**src/rtl/texel_filter_unit.sv**
```systemverilog
// Texel filter unit: holds one decoded 4x4 RGBA8 texel block and answers
// bilinear sample requests against it. Each request names the top-left
// texel of a 2x2 footprint. It also carries 4-bit fractional weights.
// The right and bottom neighbours clamp to the block edge. One filtered
// texel is produced per request, and that result is held until the
// consumer takes it.
module texel_filter_unit (
  input  logic         clk,
  input  logic         rst,
  input  logic         tex_valid,
  input  logic [511:0] tex_data,
  output logic         tex_ready,
  input  logic         smp_valid,
  input  logic [1:0]   smp_x,
  input  logic [1:0]   smp_y,
  input  logic [3:0]   smp_fx,
  input  logic [3:0]   smp_fy,
  input  logic         smp_last,
  output logic         smp_ready,
  output logic         out_valid,
  output logic [31:0]  out_texel,
  input  logic         out_ready,
  output logic         busy
);

  typedef enum logic [1:0] {
    EMPTY  = 2'd0,
    LOADED = 2'd1,
    CALC   = 2'd2,
    HOLD   = 2'd3
  } state_t;

  state_t         state_q, state_d;
  logic [511:0]   block_q;
  logic [1:0]     sx_q, sy_q;
  logic [3:0]     sfx_q, sfy_q;
  logic           slast_q;
  logic           out_valid_q;
  logic [31:0]    out_texel_q;

  logic           tex_ready_s, smp_ready_s, busy_s;
  logic [1:0]     x1_s, y1_s;
  logic [3:0]     i00_s, i10_s, i01_s, i11_s;
  logic [31:0]    t00_s, t10_s, t01_s, t11_s;
  logic [4:0]     inv_fx_s, inv_fy_s;
  logic [8:0]     w00_s, w10_s, w01_s, w11_s;
  logic [31:0]    result_s;

  // Weighted sum of one 8-bit channel over the 2x2 footprint, rounded to nearest.
  // The weights sum to 256, so the sum never exceeds 65280 and the
  // rounded value always fits in 8 bits.
  function automatic logic [7:0] blend_ch(
    input logic [7:0] c00, input logic [7:0] c10,
    input logic [7:0] c01, input logic [7:0] c11,
    input logic [8:0] w00, input logic [8:0] w10,
    input logic [8:0] w01, input logic [8:0] w11
  );
    logic [16:0] sum;
    sum = ({9'd0, c00} * {8'd0, w00}) + ({9'd0, c10} * {8'd0, w10})
        + ({9'd0, c01} * {8'd0, w01}) + ({9'd0, c11} * {8'd0, w11});
    return 8'((sum + 17'd128) >> 8);
  endfunction

  // State register with synchronous reset.
  always_ff @(posedge clk) begin
    if (rst) begin
      state_q <= EMPTY;
    end else begin
      state_q <= state_d;
    end
  end

  // Next-state selection from the handshakes that are legal in each state.
  always_comb begin
    state_d = state_q;
    case (state_q)
      EMPTY: begin
        if (tex_valid) state_d = LOADED;
        else           state_d = EMPTY;
      end
      LOADED: begin
        if (smp_valid) state_d = CALC;
        else           state_d = LOADED;
      end
      CALC: begin
        state_d = HOLD;
      end
      HOLD: begin
        if (out_ready) state_d = slast_q ? EMPTY : LOADED;
        else           state_d = HOLD;
      end
      default: begin
        state_d = EMPTY;
      end
    endcase
  end

  // Handshake readies and busy decoded directly from the current state.
  always_comb begin
    tex_ready_s = 1'b0;
    smp_ready_s = 1'b0;
    busy_s      = 1'b1;
    case (state_q)
      EMPTY: begin
        tex_ready_s = 1'b1;
        busy_s      = 1'b0;
      end
      LOADED: begin
        smp_ready_s = 1'b1;
      end
      CALC: begin
        busy_s = 1'b1;
      end
      HOLD: begin
        busy_s = 1'b1;
      end
      default: begin
        busy_s = 1'b1;
      end
    endcase
  end

  // Footprint addressing, texel fetch, weights and per-channel blend.
  always_comb begin
    x1_s     = (sx_q == 2'd3) ? 2'd3 : sx_q + 2'd1;
    y1_s     = (sy_q == 2'd3) ? 2'd3 : sy_q + 2'd1;
    i00_s    = {sy_q, sx_q};
    i10_s    = {sy_q, x1_s};
    i01_s    = {y1_s, sx_q};
    i11_s    = {y1_s, x1_s};
    t00_s    = block_q[{i00_s, 5'd0} +: 32];
    t10_s    = block_q[{i10_s, 5'd0} +: 32];
    t01_s    = block_q[{i01_s, 5'd0} +: 32];
    t11_s    = block_q[{i11_s, 5'd0} +: 32];
    inv_fx_s = 5'd16 - {1'b0, sfx_q};
    inv_fy_s = 5'd16 - {1'b0, sfy_q};
    w00_s    = {4'd0, inv_fx_s} * {4'd0, inv_fy_s};
    w10_s    = {5'd0, sfx_q}    * {4'd0, inv_fy_s};
    w01_s    = {4'd0, inv_fx_s} * {5'd0, sfy_q};
    w11_s    = {5'd0, sfx_q}    * {5'd0, sfy_q};
    result_s = 32'd0;
    for (int c = 0; c < 4; c++) begin
      result_s[8*c +: 8] = blend_ch(t00_s[8*c +: 8], t10_s[8*c +: 8],
                                    t01_s[8*c +: 8], t11_s[8*c +: 8],
                                    w00_s, w10_s, w01_s, w11_s);
    end
  end

  // Block capture, sample capture and the registered result.
  always_ff @(posedge clk) begin
    if (rst) begin
      block_q     <= 512'd0;
      sx_q        <= 2'd0;
      sy_q        <= 2'd0;
      sfx_q       <= 4'd0;
      sfy_q       <= 4'd0;
      slast_q     <= 1'b0;
      out_valid_q <= 1'b0;
      out_texel_q <= 32'd0;
    end else begin
      if (state_q == EMPTY && tex_valid) begin
        block_q <= tex_data;
      end
      if (state_q == LOADED && smp_valid) begin
        sx_q    <= smp_x;
        sy_q    <= smp_y;
        sfx_q   <= smp_fx;
        sfy_q   <= smp_fy;
        slast_q <= smp_last;
      end
      if (state_q == CALC) begin
        out_texel_q <= result_s;
        out_valid_q <= 1'b1;
      end else if (state_q == HOLD && out_ready) begin
        out_valid_q <= 1'b0;
      end
    end
  end

  assign tex_ready = tex_ready_s;
  assign smp_ready = smp_ready_s;
  assign busy      = busy_s;
  assign out_valid = out_valid_q;
  assign out_texel = out_texel_q;

endmodule

```
**config.mk**
```make
export PLATFORM = sky130hd
export DESIGN_NAME = texel_filter_unit
export DESIGN_NICKNAME = d
export VERILOG_FILES = /design/src/rtl/texel_filter_unit.sv
export SDC_FILE = /design/constraint.sdc
export NUM_CORES = 2
export LEC_CHECK = 0
export ABC_AREA = 1
export CAP_MARGIN = 20
export CORE_MARGIN = 2
export CORE_UTILIZATION = 47
export CTS_BUF_LIST = sky130_fd_sc_hd__clkbuf_8
export CTS_CLUSTER_DIAMETER = 120
export DETAILED_ROUTE_END_ITERATION = 10
export PLACE_DENSITY = 0.67
export SYNTH_ARGS = -nofsm -noshare
export SYNTH_HDL_FRONTEND = slang
export SYNTH_SLANG_ARGS = --single-unit
```
**constraint.sdc**
```tcl
create_clock -name clk -period 19.1 [get_ports clk]
set_input_delay 1.91 -clock clk [delete_from_list [all_inputs] [get_ports clk]]
set_output_delay 1.91 -clock clk [all_outputs]
set_load 0.005 [all_outputs]
```
Fig. 1: sequential cells coloured by netlist name
Other sequential cells in the stronger grey, the rest of the logic in the fainter grey.
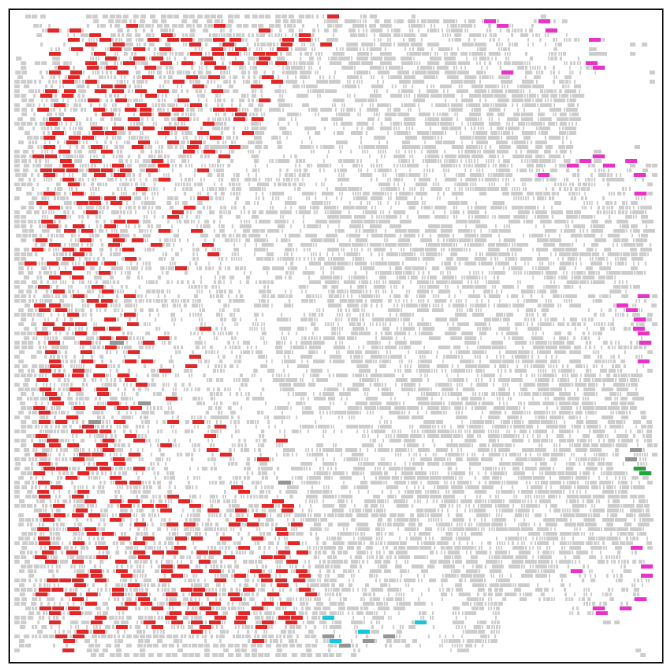
cyan -> sfx_q  # placed flops 4, where bottom middle
red -> block_q  # placed flops 512
green -> state_q  # placed flops 2
magenta -> out_texel  # placed flops 32, where a vertical strip on the right

Fig. 2: met4 routing
Cells faint in the background.
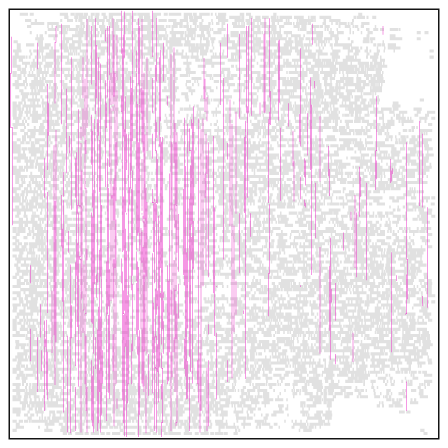
longest straight run = 252 um
main direction = vertical
nets with wire on the layer = 261
share of all routed wire = 8.3%

Fig. 3: clock network drawn from the DEF
The bar under the picture is 100 um long.
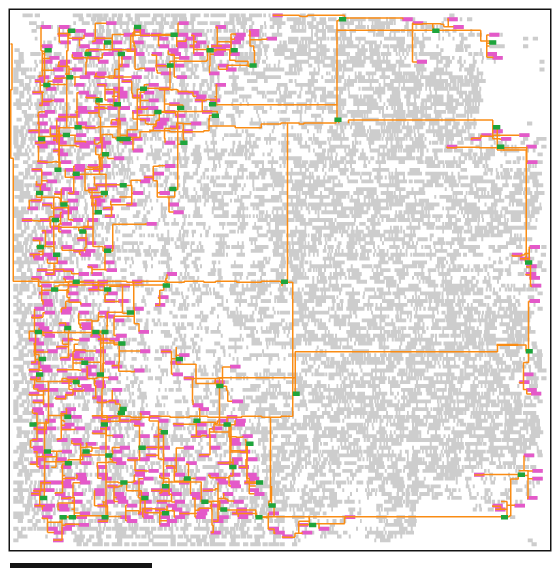
orange -> clock wires  # length 9,350 um
magenta -> flip-flops  # count 560
green -> clock-net drivers  # count 99
routed clock nets = 100

Fig. 4: routing congestion
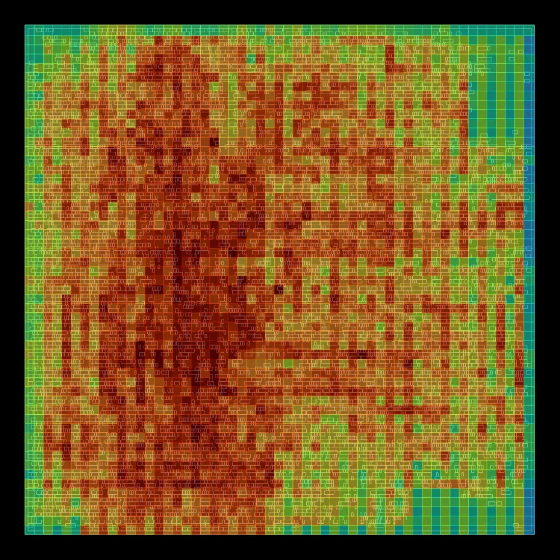
Routed WL per cell: 25.7 um
Final Util: 53.8%
met1 layer usage reported by global route: 50.4%

[power breakdown]
part	internal, W	switching [W]	leakage [nW]	total (W)
sequential	0.00130	0.000105	4.64	0.00140
clock	0.000667	0.000599	1.24	0.00127
combinational	0.00248	0.00475	31.3	0.00723
[logic make-up after synthesis]
| kind of cell | count (synthesis) | share of synthesized area, % |
|---|---|---|
| XOR/XNOR | 70 | 0.952 |
| AND/OR/NAND/NOR | 2970 | 18.0 |
| AND-OR/OR-AND | 1519 | 13.0 |
| adder cells (fa/ha/maj) | 1485 | 38.6 |
| flip-flops | 560 | 16.8 |
| buffers and inverters | 2172 | 12.7 |
[flip-flops by register name, summed over array words and instances (netlist names)]
name	count
sx_q	2
sfx_q	4
sfy_q	4
out_texel	32
sy_q	2
block_q	512
out_valid	1
slast_q	1
state_q	2
==> job_summary.md <==
### Flow metrics

| Metric | Value |
|---|---|
| Outcome | finished clean |
| PortBufs | between 500 and 600 |
| Max FO, Critical Path | 18 |
| Die area | around 140,000 sq um |
| Minimum hold slack | between 400 and 500 ps |
| Post-Synthesis Net Count | 10,800 |
| Sequential share of the synthesized area | around 17% |
| Buf/Inv on CP | 13 |
| Synth top cell by count | inv_1 |
| CP Launch Type | register |
| Initial antenna violation count | 31 |
| Final Cell Area | 75,900 sq um |
| DRC | 0 |
| Clkbuf count | 128 |
| Via/cell ratio | 5.63 |
| Worst EP arrival | 11,720 ps |
| Fraction of layout cells with a size suffix above 1 | 4.94% |
| Grt total ovfl | 0 |
| Post_cts resized | 0 |
| CTS tree | done |
| Max_cap viols | 0 |
| Tap cells | 1,890 |
| Delay-heaviest family, CP | adder cells |
| Commonest non-fill, non-tap cells in the layout | inv_1 (1,687), nor2_1 (1,510), nand2_1 (1,078) |
| Initial DRC Count | around 6,800 |
| Clk buf depth | 3 |
| Filler cells | ~14,000 |
| DR top layer | met5 |
| Routed Antenna Nets | 0 |
| CP max stage cell | inv_1 |
| Reg2Reg Depth | 41 |
| Combinational Area | 47,100 sq um |
| Gpl congestion | ~1.1 |
| Max Clock Freq | 91.4 MHz |
| Die outline width | about 380 um |
| Pwr per Cell Area | 130 nW/um^2 |
| Max Slew Vio Count | 0 |
| Via count | 62,400 |
| First-pass GRT wire length | roughly 420,000 um |
| Yosys top cell by area | fa_1 |
| Floorplan Utilization | ~47% |
| Dominant logic cell type in the layout | inv_1 |
| Met3 WL | 29,300 um |
| Synth top cells by count | inv_1 (1,660), nor2_1 (1,512), nand2_1 (1,081) |
| Primary FF master, synth | dfxtp_1 |
| VDD IR max | approximately 0.20 mV |
No activity file was given, so power comes from the tool's default toggle rates.
